==> images/cell_density.png <==
Bar = 50 um. The die is cut into 18 by 18 equal tiles; dark purple is low, yellow is high, 0 to 100% covered.
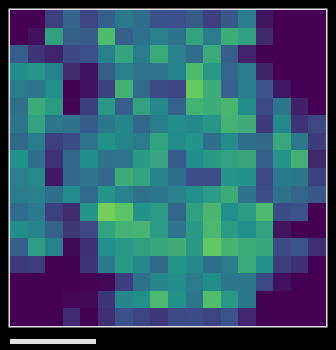
==> images/clocks.png <==
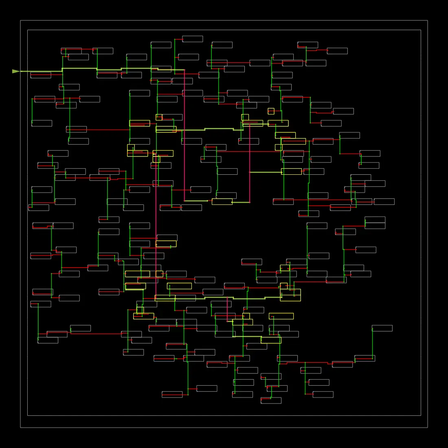
==> images/wires.png <==
Two of the layers only.
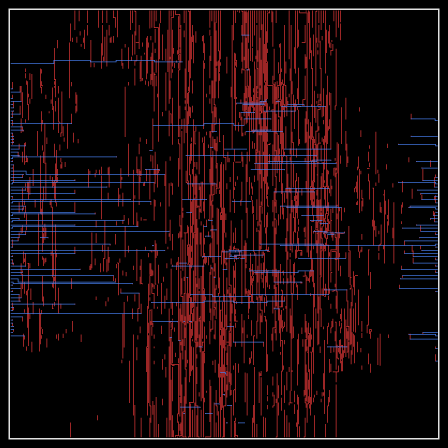
==> images/metal_density.png <==
The die is cut into 37 by 37 equal tiles; dark purple is low, yellow is high, scaled to the fullest tile. Values are wire area over tile area, all layers added.
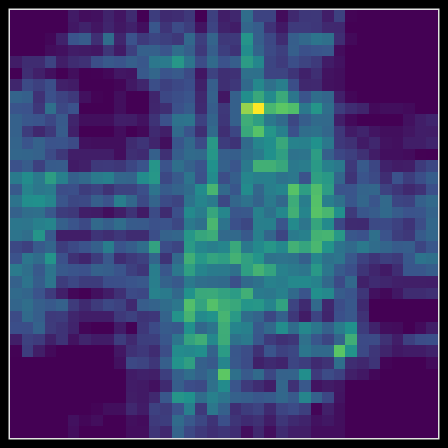
==> images/flops_by_reg.png <==
Bar = 50 um. Other sequential cells in the stronger gray, the rest of the logic in the fainter gray.
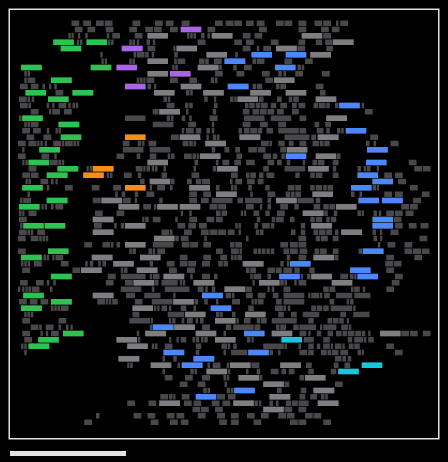
`src/rtl/mem_stage_lsu_if.sv`:
```
// rtl/mem_stage_lsu_if.sv - data-memory request/response bus between the LSU and dmem
interface mem_stage_lsu_if #(
  parameter int XLEN   = 32,
  parameter int ADDR_W = 32
);
  logic                mem_req_valid;
  logic                mem_req_ready;
  logic                mem_req_we;
  logic [ADDR_W-1:0]   mem_addr;
  logic [XLEN-1:0]     mem_wdata;
  logic [XLEN/8-1:0]   mem_be;
  logic                mem_rsp_valid;
  logic [XLEN-1:0]     mem_rsp_data;

  modport master (
    output mem_req_valid, mem_req_we, mem_addr, mem_wdata, mem_be,
    input  mem_req_ready, mem_rsp_valid, mem_rsp_data
  );

  modport slave (
    input  mem_req_valid, mem_req_we, mem_addr, mem_wdata, mem_be,
    output mem_req_ready, mem_rsp_valid, mem_rsp_data
  );
endinterface

```
`src/rtl/mem_stage_lsu.sv`:
```
// rtl/mem_stage_lsu.sv - MEMORY-stage load/store unit with byte lanes, dmem handshake and flush drain
// Optional: MISALIGN_EX_EN turns misaligned/unsupported accesses into load/store exceptions.
module mem_stage_lsu #(
  parameter int XLEN       = 32,
  parameter int ADDR_W     = 32,
  parameter int REG_ADDR_W = 5,
  parameter int EX_W       = 4
) (
  input  logic                  clk,
  input  logic                  reset_n,
  input  logic                  in_valid,
  input  logic [4:0]            opcode_in,
  input  logic [2:0]            funct_in,
  input  logic [XLEN-1:0]       result_in,
  input  logic [ADDR_W-1:0]     addr_in,
  input  logic [REG_ADDR_W-1:0] rd_addr_in,
  input  logic [EX_W-1:0]       exception_in,
  input  logic                  exception_in_valid,
  input  logic                  flush,
  input  logic                  stall_in,
  output logic                  stall_out,
  output logic                  out_valid,
  output logic [4:0]            opcode_out,
  output logic [XLEN-1:0]       result_out,
  output logic [REG_ADDR_W-1:0] rd_addr_out,
  output logic [EX_W-1:0]       exception_out,
  output logic                  exception_out_valid,
  mem_stage_lsu_if.master       dmem
);
  localparam int BE_W  = XLEN / 8;
  localparam int OFF_W = $clog2(BE_W);

  typedef enum logic [2:0] {S_IDLE, S_REQ, S_RESP, S_HOLD, S_DRAIN} state_t;
  state_t state, state_n;

  logic                  is_load, is_mem;
  logic                  unsupported, misal_trap;
  logic [1:0]            eff_size;
  logic [OFF_W-1:0]      off_raw, size_m1, off_al;
  logic [BE_W-1:0]       be_mask, be_calc;
  logic [XLEN-1:0]       wdata_calc;

  logic [4:0]            op_q;
  logic [REG_ADDR_W-1:0] rd_q;
  logic [1:0]            size_q;
  logic                  zext_q, we_q;
  logic [OFF_W-1:0]      off_q;
  logic [XLEN-1:0]       res_q, wdata_q;
  logic [ADDR_W-1:0]     addr_q;
  logic [BE_W-1:0]       be_q;

  logic [XLEN-1:0]       shifted, ext_mask, ld_data;
  logic                  sign_bit;

  logic                  cap, buf_load, fin_valid, fin_exv;
  logic [4:0]            fin_op;
  logic [XLEN-1:0]       fin_res;
  logic [REG_ADDR_W-1:0] fin_rd;
  logic [EX_W-1:0]       fin_ex;

  assign is_load = (opcode_in == 5'b00000);
  assign is_mem  = is_load || (opcode_in == 5'b01000);

  // Request decode; an unsupported size is handled as a word access when not trapping.
  always_comb begin
    unsupported = (XLEN == 32) && (funct_in[1:0] == 2'b11);
    eff_size    = unsupported ? 2'b10 : funct_in[1:0];
    off_raw     = addr_in[OFF_W-1:0];
    case (eff_size)
      2'b00:   begin size_m1 = '0;        be_mask = BE_W'(8'h01); end
      2'b01:   begin size_m1 = OFF_W'(1); be_mask = BE_W'(8'h03); end
      2'b10:   begin size_m1 = OFF_W'(3); be_mask = BE_W'(8'h0F); end
      default: begin size_m1 = OFF_W'(7); be_mask = BE_W'(8'hFF); end
    endcase
    off_al  = off_raw & ~size_m1;
    be_calc = be_mask << off_al;
    case (eff_size)
      2'b00:   wdata_calc = {BE_W{result_in[7:0]}};
      2'b01:   wdata_calc = {(XLEN/16){result_in[15:0]}};
      2'b10:   wdata_calc = {(XLEN/32){result_in[31:0]}};
      default: wdata_calc = result_in;
    endcase
  end

`ifdef MISALIGN_EX_EN
  assign misal_trap = unsupported || (|(off_raw & size_m1));
`else
  assign misal_trap = 1'b0;
`endif

  // Lane extraction and extension of the returned load word.
  always_comb begin
    shifted = dmem.mem_rsp_data >> {off_q, 3'b000};
    case (size_q)
      2'b00:   begin ext_mask = ~XLEN'(8'hFF);         sign_bit = shifted[7];  end
      2'b01:   begin ext_mask = ~XLEN'(16'hFFFF);      sign_bit = shifted[15]; end
      2'b10:   begin ext_mask = ~XLEN'(32'hFFFF_FFFF); sign_bit = shifted[31]; end
      default: begin ext_mask = '0;                    sign_bit = 1'b0;        end
    endcase
    ld_data = (shifted & ~ext_mask) | ((!zext_q && sign_bit) ? ext_mask : '0);
  end

  always_comb begin
    state_n   = state;
    cap       = 1'b0;
    buf_load  = 1'b0;
    fin_valid = 1'b0;
    fin_op    = op_q;
    fin_res   = res_q;
    fin_rd    = rd_q;
    fin_ex    = '0;
    fin_exv   = 1'b0;
    case (state)
      S_IDLE: begin
        if (in_valid && !stall_in && !flush) begin
          if (exception_in_valid || !is_mem) begin
            fin_valid = 1'b1;
            fin_op    = opcode_in;
            fin_res   = result_in;
            fin_rd    = rd_addr_in;
            fin_ex    = exception_in;
            fin_exv   = exception_in_valid;
          end else if (misal_trap) begin
            fin_valid = 1'b1;
            fin_op    = opcode_in;
            fin_res   = XLEN'(addr_in);
            fin_rd    = rd_addr_in;
            fin_ex    = is_load ? EX_W'(4) : EX_W'(6);
            fin_exv   = 1'b1;
          end else begin
            cap     = 1'b1;
            state_n = S_REQ;
          end
        end
      end
      S_REQ: begin
        if (flush) begin
          state_n = S_IDLE;
        end else if (dmem.mem_req_ready) begin
          if (we_q) begin
            fin_valid = 1'b1;
            buf_load  = stall_in;
            state_n   = stall_in ? S_HOLD : S_IDLE;
          end else begin
            state_n = S_RESP;
          end
        end
      end
      S_RESP: begin
        // A response coinciding with the flush is already consumed, so no drain is needed.
        if (flush) begin
          state_n = dmem.mem_rsp_valid ? S_IDLE : S_DRAIN;
        end else if (dmem.mem_rsp_valid) begin
          fin_valid = 1'b1;
          fin_res   = ld_data;
          buf_load  = stall_in;
          state_n   = stall_in ? S_HOLD : S_IDLE;
        end
      end
      S_HOLD: begin
        if (flush) begin
          state_n = S_IDLE;
        end else if (!stall_in) begin
          fin_valid = 1'b1;
          state_n   = S_IDLE;
        end
      end
      S_DRAIN: begin
        if (dmem.mem_rsp_valid) state_n = S_IDLE;
      end
      default: state_n = S_IDLE;
    endcase
  end

  always_ff @(posedge clk or negedge reset_n) begin
    if (!reset_n) state <= S_IDLE;
    else          state <= state_n;
  end

  always_ff @(posedge clk or negedge reset_n) begin
    if (!reset_n) begin
      op_q    <= '0;
      rd_q    <= '0;
      size_q  <= '0;
      zext_q  <= 1'b0;
      we_q    <= 1'b0;
      off_q   <= '0;
      res_q   <= '0;
      wdata_q <= '0;
      addr_q  <= '0;
      be_q    <= '0;
    end else if (cap) begin
      op_q    <= opcode_in;
      rd_q    <= rd_addr_in;
      size_q  <= eff_size;
      zext_q  <= funct_in[2];
      we_q    <= !is_load;
      off_q   <= off_al;
      res_q   <= result_in;
      wdata_q <= wdata_calc;
      addr_q  <= {addr_in[ADDR_W-1:OFF_W], {OFF_W{1'b0}}};
      be_q    <= be_calc;
    end else if (buf_load) begin
      res_q <= fin_res;
    end
  end

  // Outputs freeze under a downstream stall; flush still kills out_valid.
  always_ff @(posedge clk or negedge reset_n) begin
    if (!reset_n) begin
      out_valid           <= 1'b0;
      opcode_out          <= '0;
      result_out          <= '0;
      rd_addr_out         <= '0;
      exception_out       <= '0;
      exception_out_valid <= 1'b0;
    end else if (flush) begin
      out_valid <= 1'b0;
    end else if (!stall_in) begin
      out_valid <= fin_valid;
      if (fin_valid) begin
        opcode_out          <= fin_op;
        result_out          <= fin_res;
        rd_addr_out         <= fin_rd;
        exception_out       <= fin_ex;
        exception_out_valid <= fin_exv;
      end
    end
  end

  assign stall_out          = (state != S_IDLE);
  assign dmem.mem_req_valid = (state == S_REQ) && !flush;
  assign dmem.mem_req_we    = we_q;
  assign dmem.mem_addr      = addr_q;
  assign dmem.mem_wdata     = wdata_q;
  assign dmem.mem_be        = be_q;
endmodule

```
`src/flat_wrapper.sv`:
```
// flat-port wrapper written by rule: the top's interface ports become plain ports
module mem_stage_lsu_flat 
#(
  parameter int XLEN       = 32,
  parameter int ADDR_W     = 32,
  parameter int REG_ADDR_W = 5,
  parameter int EX_W       = 4
)
  (clk, reset_n, in_valid, opcode_in, funct_in, result_in, addr_in, rd_addr_in, exception_in, exception_in_valid, flush, stall_in, stall_out, out_valid, opcode_out, result_out, rd_addr_out, exception_out, exception_out_valid, dmem_mem_req_valid, dmem_mem_req_we, dmem_mem_addr, dmem_mem_wdata, dmem_mem_be, dmem_mem_req_ready, dmem_mem_rsp_valid, dmem_mem_rsp_data);
  mem_stage_lsu_if #(.XLEN(XLEN), .ADDR_W(ADDR_W)) dmem_i ();
  input  logic clk;
  input  logic reset_n;
  input  logic in_valid;
  input  logic [4:0] opcode_in;
  input  logic [2:0] funct_in;
  input  logic [XLEN-1:0] result_in;
  input  logic [ADDR_W-1:0] addr_in;
  input  logic [REG_ADDR_W-1:0] rd_addr_in;
  input  logic [EX_W-1:0] exception_in;
  input  logic exception_in_valid;
  input  logic flush;
  input  logic stall_in;
  output logic stall_out;
  output logic out_valid;
  output logic [4:0] opcode_out;
  output logic [XLEN-1:0] result_out;
  output logic [REG_ADDR_W-1:0] rd_addr_out;
  output logic [EX_W-1:0] exception_out;
  output logic exception_out_valid;
  output wire logic [$bits(dmem_i.mem_req_valid)-1:0] dmem_mem_req_valid;
  output wire logic [$bits(dmem_i.mem_req_we)-1:0] dmem_mem_req_we;
  output wire logic [$bits(dmem_i.mem_addr)-1:0] dmem_mem_addr;
  output wire logic [$bits(dmem_i.mem_wdata)-1:0] dmem_mem_wdata;
  output wire logic [$bits(dmem_i.mem_be)-1:0] dmem_mem_be;
  input wire logic [$bits(dmem_i.mem_req_ready)-1:0] dmem_mem_req_ready;
  input wire logic [$bits(dmem_i.mem_rsp_valid)-1:0] dmem_mem_rsp_valid;
  input wire logic [$bits(dmem_i.mem_rsp_data)-1:0] dmem_mem_rsp_data;
  assign dmem_mem_req_valid = dmem_i.mem_req_valid;
  assign dmem_mem_req_we = dmem_i.mem_req_we;
  assign dmem_mem_addr = dmem_i.mem_addr;
  assign dmem_mem_wdata = dmem_i.mem_wdata;
  assign dmem_mem_be = dmem_i.mem_be;
  assign dmem_i.mem_req_ready = dmem_mem_req_ready;
  assign dmem_i.mem_rsp_valid = dmem_mem_rsp_valid;
  assign dmem_i.mem_rsp_data = dmem_mem_rsp_data;
  mem_stage_lsu #(.XLEN(XLEN), .ADDR_W(ADDR_W), .REG_ADDR_W(REG_ADDR_W), .EX_W(EX_W)) u_core (.clk(clk), .reset_n(reset_n), .in_valid(in_valid), .opcode_in(opcode_in), .funct_in(funct_in), .result_in(result_in), .addr_in(addr_in), .rd_addr_in(rd_addr_in), .exception_in(exception_in), .exception_in_valid(exception_in_valid), .flush(flush), .stall_in(stall_in), .stall_out(stall_out), .out_valid(out_valid), .opcode_out(opcode_out), .result_out(result_out), .rd_addr_out(rd_addr_out), .exception_out(exception_out), .exception_out_valid(exception_out_valid), .dmem(dmem_i));
endmodule
```
`config.mk`:
```
export PLATFORM = sky130hd
export DESIGN_NAME = mem_stage_lsu_flat
export DESIGN_NICKNAME = d
export VERILOG_FILES = /design/src/rtl/mem_stage_lsu_if.sv /design/src/rtl/mem_stage_lsu.sv /design/src/flat_wrapper.sv
export SDC_FILE = /design/constraint.sdc
export NUM_CORES = 1
export LEC_CHECK = 0
export ABC_AREA = 0
export CELL_PAD_IN_SITES_DETAIL_PLACEMENT = 0
export CELL_PAD_IN_SITES_GLOBAL_PLACEMENT = 1
export CORE_MARGIN = 3
export CORE_UTILIZATION = 25
export CTS_CLUSTER_SIZE = 40
export DETAILED_ROUTE_END_ITERATION = 8
export MAX_ROUTING_LAYER = met4
export PLACE_DENSITY = 0.64
export RECOVER_POWER = 50
export SYNTH_ARGS = -nofsm -noshare
export SYNTH_HDL_FRONTEND = slang
export SYNTH_SLANG_ARGS = --single-unit
```
`constraint.sdc`:
```
create_clock -name clk -period 2.75 [get_ports clk]
set_clock_uncertainty 0.15 [all_clocks]
set_input_delay 0.275 -clock clk [delete_from_list [all_inputs] [get_ports clk]]
set_output_delay 0.275 -clock clk [all_outputs]
set_load 0.005 [all_outputs]
```
==> impl_table.tex <==
% Yosys + OpenROAD metrics
\begin{tabular}{lr}
\hline
Metric & Value \\
\hline
\multicolumn{2}{l}{\textbf{Clocking}} \\
Clock transition at the registers of the reported paths & 0.08 ns \\
Max Buffers Root-to-Sink & 2 \\
Total number of H-tree levels & 4 \\
\multicolumn{2}{l}{\textbf{Global route}} \\
Largest net degree at the start of global routing & 74 \\
Total gr overflow & 0 \\
Number of antenna violations at the first check in global routing & 3 \\
\multicolumn{2}{l}{\textbf{STA}} \\
Worst setup slack after layout & 0.191 ns \\
Fin. max-slew vios & 57 \\
Headroom to the max-slew limit & -3.62\% \\
Post-layout minimum cycle time & 2.56 ns \\
Actual slew at the worst max-slew pin & 1.55 ns \\
Final-layout worst hold slack & 0.209 ns \\
Total negative slack for setup checks & 0 ns \\
Number of hold-slack violations in the final timing report & 0 \\
\multicolumn{2}{l}{\textbf{Placement}} \\
Final weighted congestion in routability-driven placement & 0.843 \\
Count of buffers from port buffering & 237 \\
\multicolumn{2}{l}{\textbf{Route}} \\
DR WL met2 & 13.0 mm \\
Routed met3 length & 2.54 mm \\
Post-route ant nets & 0 \\
DRT met1 WL & 14.1 mm \\
\multicolumn{2}{l}{\textbf{Yosys}} \\
Adder share & 0\% \\
Ys flop type & dfrtp\_1 \\
Largest type area fraction & 52.2\% \\
Combinational family with the most area after synthesis & AND-OR/OR-AND gates \\
Most numerous cell in the Yosys netlist & nand2\_1 \\
Warnings from Yosys & 0 \\
Most numerous cell types in the synthesized netlist & nand2\_1, dfrtp\_1, o21ai\_0, clkbuf\_1, mux2i\_1 \\
Register bit total from synthesis & 165 \\
Count of flip-flops with a built-in enable after synthesis & 0 \\
Per-instance average area after synthesis & 9.28 um2 \\
Post-synthesis share of cell area spent on xor and xnor gates & 0.222\% \\
Cell accounting for the most synthesized area & dfrtp\_1 \\
Instance count of the mapped netlist & 852 \\
Simple-Gate Area Share & 17.1\% \\
Summed instance area of the synthesized netlist & 7910 um2 \\
\multicolumn{2}{l}{\textbf{Cells and area}} \\
Buffer share of cell area & 24.6\% \\
Final net count & 1218 \\
Inverters & 5 \\
Fraction of final layout cells with drive strength greater than 1 & 8.92\% \\
Multi-input gate share of total cell area & 30.2\% \\
Layout-stage area growth over the synthesis result & 48.0\% \\
Post-Layout Cell Count & 1509 \\
\multicolumn{2}{l}{\textbf{Power}} \\
Total power after layout & 6.66 mW \\
Clock Power & 2.68 mW \\
Combinational group share of total power & 18.0\% \\
Group drawing the most power & registers \\
Clock share of power & 40.2\% \\
\multicolumn{2}{l}{\textbf{Setup path}} \\
Worst setup endpoint & dmem\_mem\_req\_valid \\
Reg-to-reg endpoint & u\_core.res\_q[17] \\
Worst EP arrival & 2.13 ns \\
Largest driver fanout on the critical path & 7 \\
CP startpoint & u\_core.state[2] \\
\multicolumn{2}{l}{\textbf{Die}} \\
Die W & 184 um \\
Tap cells & 396 \\
I/O pin total & 240 \\
\multicolumn{2}{l}{\textbf{Hold path}} \\
Class of the tightest hold or removal check & in2reg \\
Endpoint with the worst hold slack & u\_core.dmem.mem\_addr[24] \\
HP Start & addr\_in[24] \\
\multicolumn{2}{l}{\textbf{Outcome}} \\
Result of the run & complete, but fails checks \\
Failing checks & max-capacitance violations, max-slew violations \\
\multicolumn{2}{l}{\textbf{Run}} \\
Maximum Capacitance Violations & 1 \\
\hline
\end{tabular}
Notes on cell_density.png above:
nearly empty tiles: 16%
emptiest ninth of the die: lower left
tiles over 75% full: 0.90%
share of the core filled by cells before placement: 25.6%
final design utilization: 37.8%
placeable core area: 30900 um2

Notes on clocks.png above:
insertion delay of the later-clocked pin in the worst-skew pair: 0.43 ns
CTS Buf Count: 17
Num Clock Sinks: 165
count of clock-net buffers in the final layout: 17
flop count: 165

Notes on wires.png above:
[red] metal 2 | wire length: 13000 um
[blue] metal 3 | wire length: 2540 um
Routed WL per cell: 20.1 um
global routing usage summed across all routing layers: 18.4%
Routed WL: 30.4 mm
total number of vias: 7304

Notes on metal_density.png above:
nearly empty tiles: 18%
emptiest ninth of the die: lower left
fullest tile: 0.67
densest ninth of the die: center
mean over tiles: 0.15

Notes on flops_by_reg.png above:
[orange] `u_core.dmem.mem_be` | sequential cells: 4
[purple] `u_core.rd_q` | sequential cells: 5
[blue] `u_core.result_out` | sequential cells: 32
[cyan] `u_core.state` | sequential cells: 3
[green] `u_core.dmem.mem_addr` | sequential cells: 30
not colored: 91
total area of sequential cells: 4130 um2
flop share of the area: 35.3%
power in sequential cells: 2.78 mW

-- critical path, stage by stage, from the launching register on --
cell and delay (ns):
dfrtp_1 0.39, buf_4 0.16, or3b_2 0.50, nor2_1 0.12, clkdlybuf4s50_1 0.52
-- layer usage --
layer,global-route usage (%),vias to the layer above
li1,-,3514
met1,25.1,3476
met2,26.0,269
met3,6.19,45
met4,5.38,0
met5,-,-
-- timing repair --
action,CTS,global route
gates resized,0,0
endpoints found under the hold margin,53,0
hold buffers,1,0
Power figures rest on the tool's default switching activity, not on a simulated workload.
